### src/rtl/beat_timing_gen.sv
// One-hot machine-cycle beat generator (w1/w2/w3) with a completed-cycle counter.
// Optional single-cycle stepping input `step` is enabled by defining BEAT_STEP_EN.
module beat_timing_gen #(
  parameter int SYNC_STAGES = 2,
  parameter int CNT_W       = 16
) (
  input  logic             t3,
  input  logic             clr,
  input  logic             qd,
  input  logic             short,
  input  logic             long,
  input  logic             stop,
`ifdef BEAT_STEP_EN
  input  logic             step,
`endif
  output logic             w1,
  output logic             w2,
  output logic             w3,
  output logic             running,
  output logic [CNT_W-1:0] cyc_cnt
);

  typedef enum logic [1:0] {
    IDLE = 2'd0,
    W1   = 2'd1,
    W2   = 2'd2,
    W3   = 2'd3
  } state_t;

  state_t                 state_q, state_d;
  logic [SYNC_STAGES-1:0] sync_q, sync_d;
  logic                   qd_prev_q, qd_prev_d;
  logic [CNT_W-1:0]       cnt_q, cnt_d;
  logic [2:0]             beats_q, beats_d;

  logic qd_s;
  logic qd_pulse;
  logic last_beat;
  logic halt;

  always_comb begin
    sync_d    = {sync_q[SYNC_STAGES-2:0], qd};
    qd_s      = sync_q[SYNC_STAGES-1];
    qd_prev_d = qd_s;
    qd_pulse  = qd_s & ~qd_prev_q;
`ifdef BEAT_STEP_EN
    halt      = stop | step;
`else
    halt      = stop;
`endif
    state_d   = state_q;
    cnt_d     = cnt_q;
    last_beat = 1'b0;

    case (state_q)
      IDLE: if (qd_pulse) state_d = W1;
      W1: begin
        // short wins over long when both are asserted
        if (short) last_beat = 1'b1;
        else       state_d   = W2;
      end
      W2: begin
        if (long) state_d   = W3;
        else      last_beat = 1'b1;
      end
      W3:      last_beat = 1'b1;
      default: state_d   = IDLE;
    endcase

    if (last_beat) begin
      cnt_d   = cnt_q + {{(CNT_W-1){1'b0}}, 1'b1};
      state_d = halt ? IDLE : W1;
    end

    // Beats are registered alongside the state so they line up with it.
    beats_d = {state_d == W1, state_d == W2, state_d == W3};
  end

  always_ff @(posedge t3) begin
    if (clr) begin
      state_q   <= IDLE;
      sync_q    <= '0;
      qd_prev_q <= 1'b0;
      cnt_q     <= '0;
      beats_q   <= 3'b000;
    end else begin
      state_q   <= state_d;
      sync_q    <= sync_d;
      qd_prev_q <= qd_prev_d;
      cnt_q     <= cnt_d;
      beats_q   <= beats_d;
    end
  end

  assign w1      = beats_q[2];
  assign w2      = beats_q[1];
  assign w3      = beats_q[0];
  assign running = (state_q != IDLE);
  assign cyc_cnt = cnt_q;

endmodule

### config.mk
export PLATFORM = sky130hd
export DESIGN_NAME = beat_timing_gen
export DESIGN_NICKNAME = d
export VERILOG_FILES = /design/src/rtl/beat_timing_gen.sv
export SDC_FILE = /design/constraint.sdc
export NUM_CORES = 1
export LEC_CHECK = 0
export ABC_AREA = 1
export CAP_MARGIN = 20
export CELL_PAD_IN_SITES_DETAIL_PLACEMENT = 0
export CELL_PAD_IN_SITES_GLOBAL_PLACEMENT = 1
export CORE_MARGIN = 1
export CORE_UTILIZATION = 44
export DETAILED_ROUTE_END_ITERATION = 8
export DONT_BUFFER_PORTS = 1
export HOLD_SLACK_MARGIN = 0.02
export PLACE_DENSITY = 0.73
export SYNTH_ARGS = -nofsm -noshare
export SYNTH_HDL_FRONTEND = slang
export SYNTH_SLANG_ARGS = --single-unit
### constraint.sdc
create_clock -name t3 -period 3.4 [get_ports t3]
set_input_delay 0.51 -clock t3 [delete_from_list [all_inputs] [get_ports t3]]
set_output_delay 0.51 -clock t3 [all_outputs]
set_load 0.05 [all_outputs]
Fig. 1: signal wires on met1
Scale bar: 20 um. Cells faint in the background.
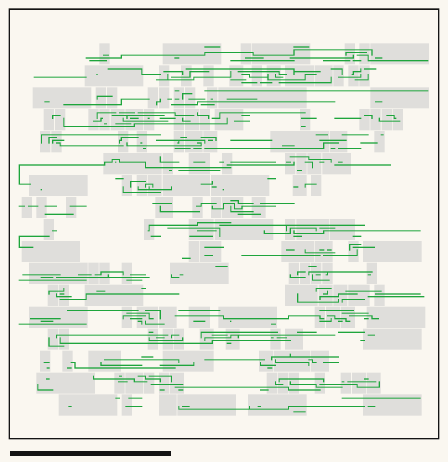
The longest straight run is 27.6 um. 158 nets have wire on it.
met1 usage: 22.65%
count of vias placed by the detailed router: 879
wirelength, routed: 2035 um

Fig. 2: the metal 2 layer
Scale bar: 20 um. Cells faint in the background.
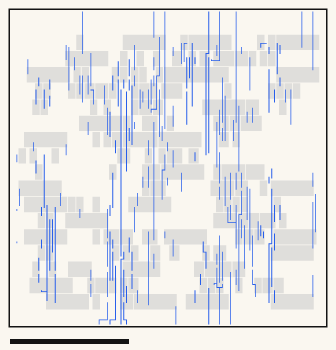
The wires run mostly vertical. The longest straight run is 27.9 um. The layer holds 41% of the routed length. 122 nets have wire on it. The layer carries 845 um of wire.
met2 capacity usage during global routing: 24.47%

Fig. 3: the metal 3 layer
Scale bar: 20 um. Cells faint in the background.
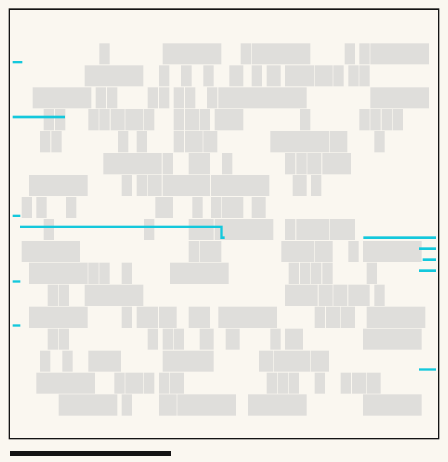
The layer carries 51.1 um of wire. The wires run mostly horizontal. The layer holds 2.5% of the routed length.
global routing met3 resource utilization: 3.161%

==> run notes <==
Physical design

The run finished with clean final reports. The synth_stat.txt file lists the number of cells as 155. The net count entering floorplan stands at 162.

Warnings raised by the tools during the run amount to 26. The clock skew after layout stands at 0.002970 ns. Per the synth stats, the proportion of register bits with asynchronous set or reset is 0%. The number of endpoints failing setup at the final stage stands at 0. The count of port buffers added during placement stands at 0. According to the cell report, flip-flops and latches in the layout number 24.

The area recorded from the Yosys report for this design is 1146 um2. In this run the most critical hold path is launched from clr. The number of design-rule violations left by the first detailed-router iteration stands at 14. In the final layout, the share of cells above drive strength 1 is 14.65%. Per the gpl log, the routability congestion estimate is 0.8060. The synthesis run identifies the leading combinational cell family as simple AND/OR/NAND/NOR gates. The leakage power in the latest report is 0.5134 nW. The total overflow left after global routing is 0. In the final layout, flip-flops and latches take up 39.14% of the cell area. The count of library flops with an enable pin stands at 0. The clock period could shrink to 1.828 ns.

The summed negative setup slack over all endpoints stands at 0 ns. The power density of the placed cells stands at 431.5 nW/um2. The worst setup path is of the flop to flop kind. The largest cell class by area is multi-input combinational cells. For reference, the top cells by count after synthesis are 33 x sky130_fd_sc_hd__nand2_1, 25 x sky130_fd_sc_hd__inv_1, 24 x sky130_fd_sc_hd__dfxtp_1, 23 x sky130_fd_sc_hd__nor2_1, 7 x sky130_fd_sc_hd__a21oi_1. Entering global routing, the biggest net connects 15 pins.

Once synthesis finished, the tally of register bits stood at 24. The share of Yosys cell area claimed by the top area cell type stands at 41.92%. The worst setup path is captured at a flop. The post-placement cell area stands at 1175 um2. The worst pin sits at a relative slew slack of 59.40%. The depth of the CTS H-tree stands at 1.

The final hold violation count stands at 0. By instance count after routing, the leading logic cell type is sky130_fd_sc_hd__nand2_1. The count of mapped cells out of synthesis stands at 155. Summed over all instances, the cell type with the most area after synthesis is sky130_fd_sc_hd__dfxtp_1.

The post-route non-filler standard cell count stands at 187. The initial core utilization stands at 46.26%. Looking at the cell usage after synthesis, the top flip-flop cell is sky130_fd_sc_hd__dfxtp_1. STA classifies the critical path startpoint as a flop. Max fanout on the critical path was recorded as 7. The area fraction in and, or, nand and nor cells stands at 38.65%. For the worst reg-to-reg path, the startpoint reported by OpenROAD is cyc_cnt[1]$_SDFFE_PP0P_. The placeable core region stands at 2477 um2. The maximum resistive drop on vdd stands at 0.2646 mV. The final critical path takes up 53.76% of the cycle. The number of well-tap cells placed stands at 30. The report lists the number of standard-cell rows as 18.

The count of plain and timing-repair buffers in the layout stands at 0. Looking at the max-slew report, the worst-margin pin has a slew of 0.6082 ns. The number of antenna diodes in the final layout is 0. The number of antenna violations at the first check in global routing came to 0. The clock buffer count stands at 3. The layout stage reports a final design area of 1227 um2.

The later-pin clock latency in the skew report stands at 0.31 ns. Yosys attributes the largest share of cell area to sky130_fd_sc_hd__dfxtp_1 42%, sky130_fd_sc_hd__nand2_1 11%, sky130_fd_sc_hd__inv_1 8.2%. The tree built by TritonCTS fans out to 24 sinks. The required time at the worst endpoint is listed as 3.66 ns. Tracing the worst setup path back leads to its startpoint at cyc_cnt[1]$_SDFFE_PP0P_. Hold repair after CTS inserted 0 buffers. The number of placed instances, taps included, is 183. The multi-input gate share of total cell area stands at 45.26%. After the last flow step, the layout net total stands at 165. Data arrives at the worst endpoint at 2.09 ns. TritonCTS built the clock tree. The global-route wire length before repair stands at 3318 um.

The number of global-route vias before repair is 752. The most common cell in the synthesized netlist is sky130_fd_sc_hd__nand2_1. The count of unresolved DRC violations after routing stands at 0. The number of multi-input combinational cells stands at 102. Clock tree synthesis selected as its root buffer the cell sky130_fd_sc_hd__clkbuf_4. The distinct cell type count after synthesis stands at 26. The die extent in y stands at 53.04 um. Non-clock buffers make up 0% of the layout cell area. The per-cell via count in the routed design stands at 4.701. The clock buffer count from CTS stands at 3. The post-synthesis instance area stands at 1146 um2. The count of yosys warnings during synthesis stands at 0. Setup repair after global routing left no endpoint under its margin. The number of setup buffers added after CTS is 0. The clock network takes up 4.281% of total cell area after layout. In this run the remaining antenna-violating nets after routing total 0. After Yosys synthesis, AND-OR and OR-AND compound gates account for 7.205% of the synthesized area. Across the run, the number of max-cap violations was 0. In this build the clock could be raised as far as 547.1 MHz. Detailed placement finished with a half-perimeter wire length of 1525 um. The area taken by flip-flops and latches stands at 480.5 um2. The cell resize tally after clock tree synthesis stands at 0. The total die size stands at 2813 um2. The mux cell area share after synthesis stands at 0%. The tightest min-delay check is of the input port to flop type. Dividing the synthesized area by the synthesized cell count gives 7.394 um2. The area taken by multi-input combinational cells is reported as 555.5 um2. The final count of pins violating max slew stands at 0. The post-synthesis to final-layout area growth stands at 7.096%.

The tightest hold margin stands at 0.2478 ns. The cell-mix breakdown from Yosys lists the XOR/XNOR area share as 1.528%. The number of I/O pins stands at 26.

From left edge to right edge, the die measures 53.04 um. The maximum clock path buffer count stands at 2. In this run, the synthesized area fraction spent on adder and majority cells is recorded as 1.092%. The timing report gives the clock slew at the launch and capture registers of the worst setup and hold paths as 0.13 ns. The first-pass iteration count of the detailed router stands at 4. Non-clock inverters in the final layout number 27.

The most common logic cells in the final layout are 33 x sky130_fd_sc_hd__nand2_1, 25 x sky130_fd_sc_hd__inv_1, 24 x sky130_fd_sc_hd__dfxtp_1. The sequential cell area fraction in the yosys report stands at 41.92%. The count of filler cells inserted in the layout stands at 263.
Fig. 4: ports around the boundary
Scale bar: 20 um. Pins as bars across the die edge, other pins in grey.
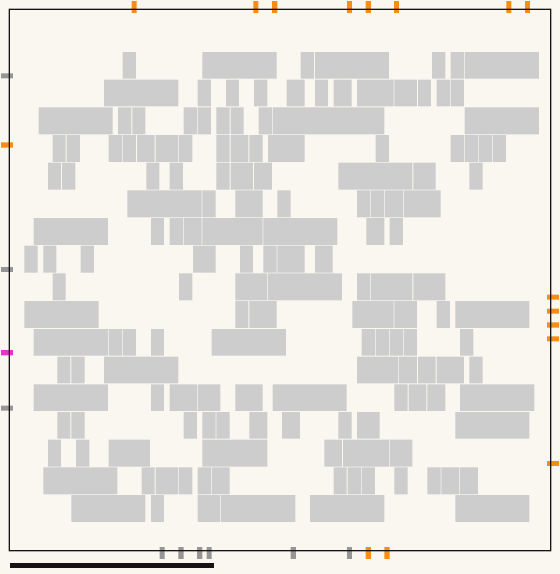
Key: orange = cyc_cnt [pins 16, direction output, edge 8 north, 5 east, 2 south, 1 west]; magenta = w1 [pins 1, direction output, edge west]
All pins by edge: 8 south, 8 north, 5 west, 5 east.

Fig. 5: routing congestion
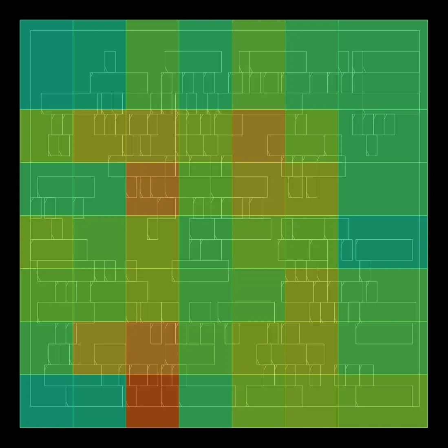
Routed wire per std cell: 10.88 um
total routing usage reported by global routing: 16.33%
core occupancy in the finished layout: 49.55%
busiest layer in global routing: met2

[layer usage]
layer	vias to the layer above	part of all wire [%]	track usage [%]
met5	-	0	0
met2	10	41	24.47
met4	0	0.98	6.579
met3	2	2.5	3.161
met1	384	55	22.65
li1	483	-	-
[stage by stage]
stage | power, mW | utilization [%] | setup WS (ns)
floorplan | 0.3296 | - | 1.684
global placement | 0.3320 | 47.42 | 1.591
detailed placement | 0.3323 | 47.42 | 1.587
CTS | 0.5391 | 49.55 | 1.543
global route | 0.5481 | 49.55 | 1.410
finish | 0.5296 | 49.55 | 1.572
[state kept, by name (all words and copies together), names as in the netlist]
signal     cells
beats_q        3
cyc_cnt       16
qd_prev_q      1
state_q        2
sync_q         2
[worst paths after layout]
path	to	slack [ns]	cells past startpoint
setup / recovery	cyc_cnt[10]$_SDFFE_PP0P_	1.57	9
hold / removal	cyc_cnt[5]$_SDFFE_PP0P_	0.25	1
setup reg to reg	cyc_cnt[10]$_SDFFE_PP0P_	1.57	9
hold reg to reg	sync_q[1]$_SDFF_PP0_	0.42	2
[critical path, cell delays in order, from the launching register on]
cell and delay [ns]:
sky130_fd_sc_hd__dfxtp_1 0.69, sky130_fd_sc_hd__ha_1 0.28, sky130_fd_sc_hd__nand2_2 0.09, sky130_fd_sc_hd__nor2_4 0.15
sky130_fd_sc_hd__nand2_2 0.10, sky130_fd_sc_hd__nor2_8 0.19, sky130_fd_sc_hd__nand2_1 0.09, sky130_fd_sc_hd__nand2_1 0.06
sky130_fd_sc_hd__nand2_1 0.05, sky130_fd_sc_hd__nor2_1 0.08
[power breakdown]
group          switching (mW)  internal, mW
logic                  0.0220       0.00807
clock network          0.0848         0.119
registers             0.00972         0.286
Power and IR drop assume default switching activity.
